clock_wires.png
Scale: 6 px per um.
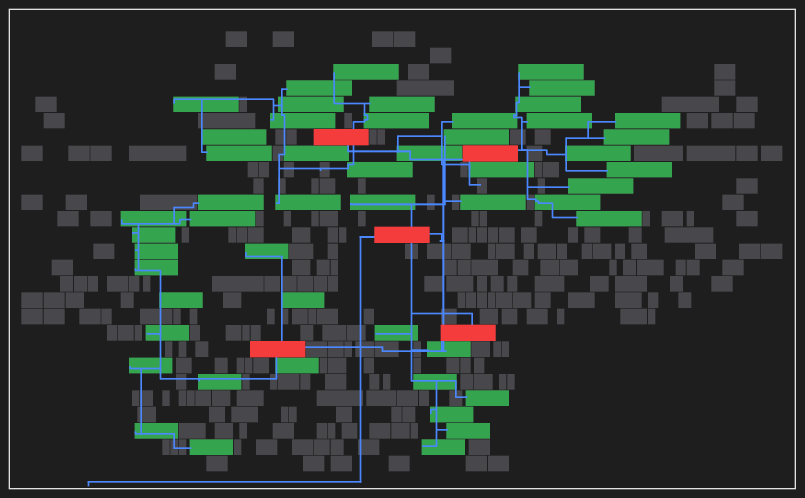
pinout.png
Scale: 3 px per um. Pins as bars across the die edge, other pins in grey.
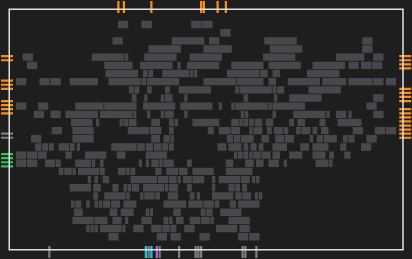
File: src/rtl/quiz_pkg.sv
// Shared types and constants for the quiz buzzer scoreboard.
package quiz_pkg;

    typedef enum logic [1:0] {
        S_IDLE   = 2'd0,
        S_ARMED  = 2'd1,
        S_ANSWER = 2'd2
    } state_t;

    localparam int NUM_PLAYERS = 4;
    localparam int CORRECT_PTS = 2;
    localparam int WRONG_PTS   = 1;

endpackage

File: src/rtl/quiz_answer_timer.sv
// Loadable down-counter for the answer window; expired is high while the count is zero.
module quiz_answer_timer #(
    parameter int W = 10
) (
    input  logic         clk,
    input  logic         reset,
    input  logic         i_load,
    input  logic         i_enable,
    input  logic [W-1:0] i_value,
    output logic         o_expired
);

    logic [W-1:0] r_cnt;

    always_ff @(posedge clk) begin
        if (reset)
            r_cnt <= '0;
        else if (i_load)
            r_cnt <= i_value;
        else if (i_enable && r_cnt != '0)
            r_cnt <= r_cnt - 1'b1;
    end

    assign o_expired = (r_cnt == '0);

endmodule

File: src/rtl/quiz_scoreboard.sv
// Four-player buzzer round controller: arms the upstream latch, picks the one-hot
// winner, times the answer and keeps saturating per-player scores.
module quiz_scoreboard
    import quiz_pkg::*;
#(
    parameter int SCORE_W    = 8,
    parameter int ANSWER_CYC = 1000
) (
    input  logic                         clk,
    input  logic                         reset,
    input  logic                         start_round,
    input  logic                         clear_scores,
    input  logic                         lock_valid,
    input  logic [3:0]                   lock_q,
    input  logic                         judge_correct,
    input  logic                         judge_wrong,
    output logic                         rearm,
    output logic                         winner_valid,
    output logic [1:0]                   winner_id,
    output logic                         timeout,
    output logic                         lock_error,
    output logic [NUM_PLAYERS*SCORE_W-1:0] scores,
    output logic [1:0]                   state
);

    localparam int TW = (ANSWER_CYC > 1) ? $clog2(ANSWER_CYC) : 1;
    localparam logic [SCORE_W-1:0] MAX_SCORE = {SCORE_W{1'b1}};
    localparam logic [SCORE_W-1:0] C_PTS = SCORE_W'(CORRECT_PTS);
    localparam logic [SCORE_W-1:0] W_PTS = SCORE_W'(WRONG_PTS);

    state_t             r_state, w_next;
    logic               r_rearm, r_lock_err, r_timeout;
    logic [1:0]         r_winner;
    logic [SCORE_W-1:0] r_scores [NUM_PLAYERS];

    logic               w_rearm, w_lock_err, w_timeout, w_load, w_clear;
    logic               w_add, w_sub, w_onehot, w_judge, w_expired;
    logic [1:0]         w_enc;
    logic [SCORE_W-1:0] w_cur, w_inc, w_dec;

    assign w_onehot = (lock_q != 4'd0) && ((lock_q & 4'(lock_q - 4'd1)) == 4'd0);
    assign w_judge  = judge_correct | judge_wrong;

    always_comb begin
        w_enc = 2'd0;
        for (int i = 0; i < NUM_PLAYERS; i++)
            if (lock_q[i]) w_enc = 2'(i);
    end

    quiz_answer_timer #(.W(TW)) u_timer (
        .clk      (clk),
        .reset    (reset),
        .i_load   (w_load),
        .i_enable (r_state == S_ANSWER && !w_judge),
        .i_value  (TW'(ANSWER_CYC - 1)),
        .o_expired(w_expired)
    );

    always_comb begin
        w_next     = r_state;
        w_rearm    = 1'b0;
        w_lock_err = 1'b0;
        w_timeout  = 1'b0;
        w_load     = 1'b0;
        w_clear    = 1'b0;
        w_add      = 1'b0;
        w_sub      = 1'b0;
        case (r_state)
            S_IDLE: begin
                w_clear = clear_scores;
                if (start_round) begin
                    w_next  = S_ARMED;
                    w_rearm = 1'b1;
                end
            end
            S_ARMED: begin
                if (lock_valid) begin
                    if (w_onehot) begin
                        w_next = S_ANSWER;
                        w_load = 1'b1;
                    end else begin
                        w_lock_err = 1'b1;
                        w_rearm    = 1'b1;
                    end
                end
            end
            S_ANSWER: begin
                // a wrong verdict outranks a simultaneous correct one and the timer
                if (judge_wrong) begin
                    w_sub  = 1'b1;
                    w_next = S_IDLE;
                end else if (judge_correct) begin
                    w_add  = 1'b1;
                    w_next = S_IDLE;
                end else if (w_expired) begin
                    w_sub     = 1'b1;
                    w_timeout = 1'b1;
                    w_next    = S_IDLE;
                end
            end
            default: w_next = S_IDLE;
        endcase
    end

    always_ff @(posedge clk) begin
        if (reset) begin
            r_state    <= S_IDLE;
            r_rearm    <= 1'b0;
            r_lock_err <= 1'b0;
            r_timeout  <= 1'b0;
            r_winner   <= 2'd0;
        end else begin
            r_state    <= w_next;
            r_rearm    <= w_rearm;
            r_lock_err <= w_lock_err;
            r_timeout  <= w_timeout;
            if (w_load) r_winner <= w_enc;
        end
    end

    assign w_cur = r_scores[r_winner];
    assign w_inc = (w_cur > MAX_SCORE - C_PTS) ? MAX_SCORE : w_cur + C_PTS;
    assign w_dec = (w_cur < W_PTS) ? '0 : w_cur - W_PTS;

    always_ff @(posedge clk) begin
        if (reset || w_clear) begin
            for (int i = 0; i < NUM_PLAYERS; i++) r_scores[i] <= '0;
        end else if (w_add) begin
            r_scores[r_winner] <= w_inc;
        end else if (w_sub) begin
            r_scores[r_winner] <= w_dec;
        end
    end

    genvar g;
    generate
        for (g = 0; g < NUM_PLAYERS; g++) begin : g_scores
            assign scores[g*SCORE_W +: SCORE_W] = r_scores[g];
        end
    endgenerate

    assign rearm        = r_rearm;
    assign lock_error   = r_lock_err;
    assign timeout      = r_timeout;
    assign winner_id    = r_winner;
    assign winner_valid = (r_state == S_ANSWER);
    assign state        = r_state;

endmodule
File: config.mk
export PLATFORM = sky130hd
export DESIGN_NAME = quiz_scoreboard
export DESIGN_NICKNAME = d
export VERILOG_FILES = /design/src/rtl/quiz_pkg.sv /design/src/rtl/quiz_answer_timer.sv /design/src/rtl/quiz_scoreboard.sv
export SDC_FILE = /design/constraint.sdc
export NUM_CORES = 1
export LEC_CHECK = 0
export CAP_MARGIN = 20
export CORE_ASPECT_RATIO = 0.6
export CORE_MARGIN = 1.5
export CORE_UTILIZATION = 30
export DETAILED_ROUTE_END_ITERATION = 10
export SKIP_CTS_REPAIR_TIMING = 1
export SLEW_MARGIN = 25
export SYNTH_ARGS = -nofsm -noshare
export SYNTH_HDL_FRONTEND = slang
export SYNTH_HIERARCHICAL = 1
export SYNTH_SLANG_ARGS = --single-unit
File: constraint.sdc
create_clock -name clk -period 5.6 [get_ports clk]
set_input_delay 1.68 -clock clk [delete_from_list [all_inputs] [get_ports clk]]
set_output_delay 1.68 -clock clk [all_outputs]
set_load 0.02 [all_outputs]
==> impl_metrics.json <==
{
  "row_count": 27,
  "pwr-share-clk_pct": 32.5,
  "post_dp_cell_area_mm2": 0.00358,
  "grt_max_degree": 21,
  "post-dp-hpwl_um": 6350,
  "swShare_pct": 28.2,
  "yosysCellCount": 275,
  "status": "finished, final reports clean",
  "fin_worst_skew_ns": 0.00628,
  "critPathBufInv": 2,
  "critPathKind": "input pin to flop",
  "numPortBuffers": 50,
  "slew-limit-headroom_pct": 53.6,
  "inverters": 14,
  "die_h_um": 79.7,
  "crit_family": "simple AND/OR/NAND/NOR gates",
  "dr_wl_met3_um": 646,
  "fp_util_pct": 31.5,
  "end_kind": "flop",
  "top_cells_by_count": "32 x edfxtp_1, 32 x nor2_1, 19 x a21oi_1, 19 x dfxtp_1, 14 x inv_1",
  "worstPathMaxFanout": 20,
  "p_comb_share_pct": 20.0,
  "h-tree-depth": 2,
  "ys_chip_area_mm2": 0.00294,
  "drt-pass1-iter-count": 5,
  "yosys.area_share.simple_pct": 20.9,
  "hp-start": "u_timer/r_cnt[1]",
  "edf_count": 32,
  "max_cap_violations": 0,
  "finalSetupTns_ns": 0,
  "p_sw_mw": 0.261,
  "core_mm2": 0.00932,
  "use_met3_pct": 4.96,
  "postSynthCellCount": 275,
  "top_usage_layer": "met1",
  "n_tap_cell": 130,
  "wl_met1_um": 4610,
  "die_area_mm2": 0.0104,
  "antenna_found_initial": 0,
  "drive_gt1_share_pct": 10.0,
  "clk_root_buffer_cell": "clkbuf_16",
  "pg_clk_mw": 0.301,
  "tritoncts": "built",
  "fmax_mhz": 246,
  "drt_iter0_markers": 154,
  "hold_viol_final": 0,
  "ir_drop_v": 0.000111,
  "fin_cells": 461,
  "n_antenna_cell": 1,
  "vias": 2450
}
About clock_wires.png:
[clock wires] blue | length: 642 um
[flip-flops] green | count: 51
[clock-net drivers] red | count: 5
routed clock nets: 6

About pinout.png:
[scores] orange | pins: 32 | direction: output | edge: 16 right, 9 left, 7 top
[lock_q] green | pins: 4 | direction: input | edge: left
[state] cyan | pins: 2 | direction: output | edge: bottom
[start_round] purple | pins: 1 | direction: input | edge: bottom
all pins by edge: 16 right, 15 left, 13 bottom, 7 top

[flip-flops by register name (all words and copies together), names as in the netlist, named ones only]
signal	cells
u_timer/r_cnt	10
timeout	1
winner_id	2
lock_error	1
r_scores	32
rearm	1
state	2
[path summary, 6_finish.rpt]
kind / to / slack, ns
setup / recovery: r_scores[2][0] / 1.54
hold / removal: u_timer/r_cnt[1] / 0.55
setup reg to reg: r_scores[0][4] / 2.25
hold reg to reg: u_timer/r_cnt[1] / 0.55
[worst register-to-register path, cell delays in order (launching register included)]
cell and delay, ns:
dfxtp_1 0.68, mux4_1 0.79, inv_1 0.23, ha_1 0.30, or4b_4 0.55, o211ai_1 0.35
nor3b_1 0.26
[cells in the final DEF, fill, tap and decap left out, drive strengths merged, types with 3 or more instances in the layout]
cell           netlist  layout
ha                   6       6
nor2b                4       4
nor3b                8       8
nor4b                4       4
a311oi               3       3
inv                 14      14
o21ai                8       8
nand3                8       8
a211oi               4       4
dfxtp               19      19
nor2                32      32
conb                 2      10
o211ai               4       4
xnor2                4       4
mux2i                4       4
a21oi               19      19
nand2               13      13
a221oi               3       3
nand2b               3       3
or4                  3       3
mux4                 8       8
a211o                3       3
nand4b               3       3
clkdlybuf4s50        0      50
buf                  6       4
o31ai                5       5
clkbuf               9       6
edfxtp              32      32
nor3                 7       7
or3                  4       4
nor4                 3       3
[logic make-up (layout without fill, tap and decap cells)]
kind of cell               Yosys count  after routing
and+or+nand+nor                    104            104
xor gates and xnor gates             6              6
muxes                               12             12
adders and majority gates            6              6
DFF                                 51             51
AOI/OAI and AO/OA                   65             65
other                                2             11
buffers and inverters               29             76
Power is estimated from default activity; no workload was simulated.
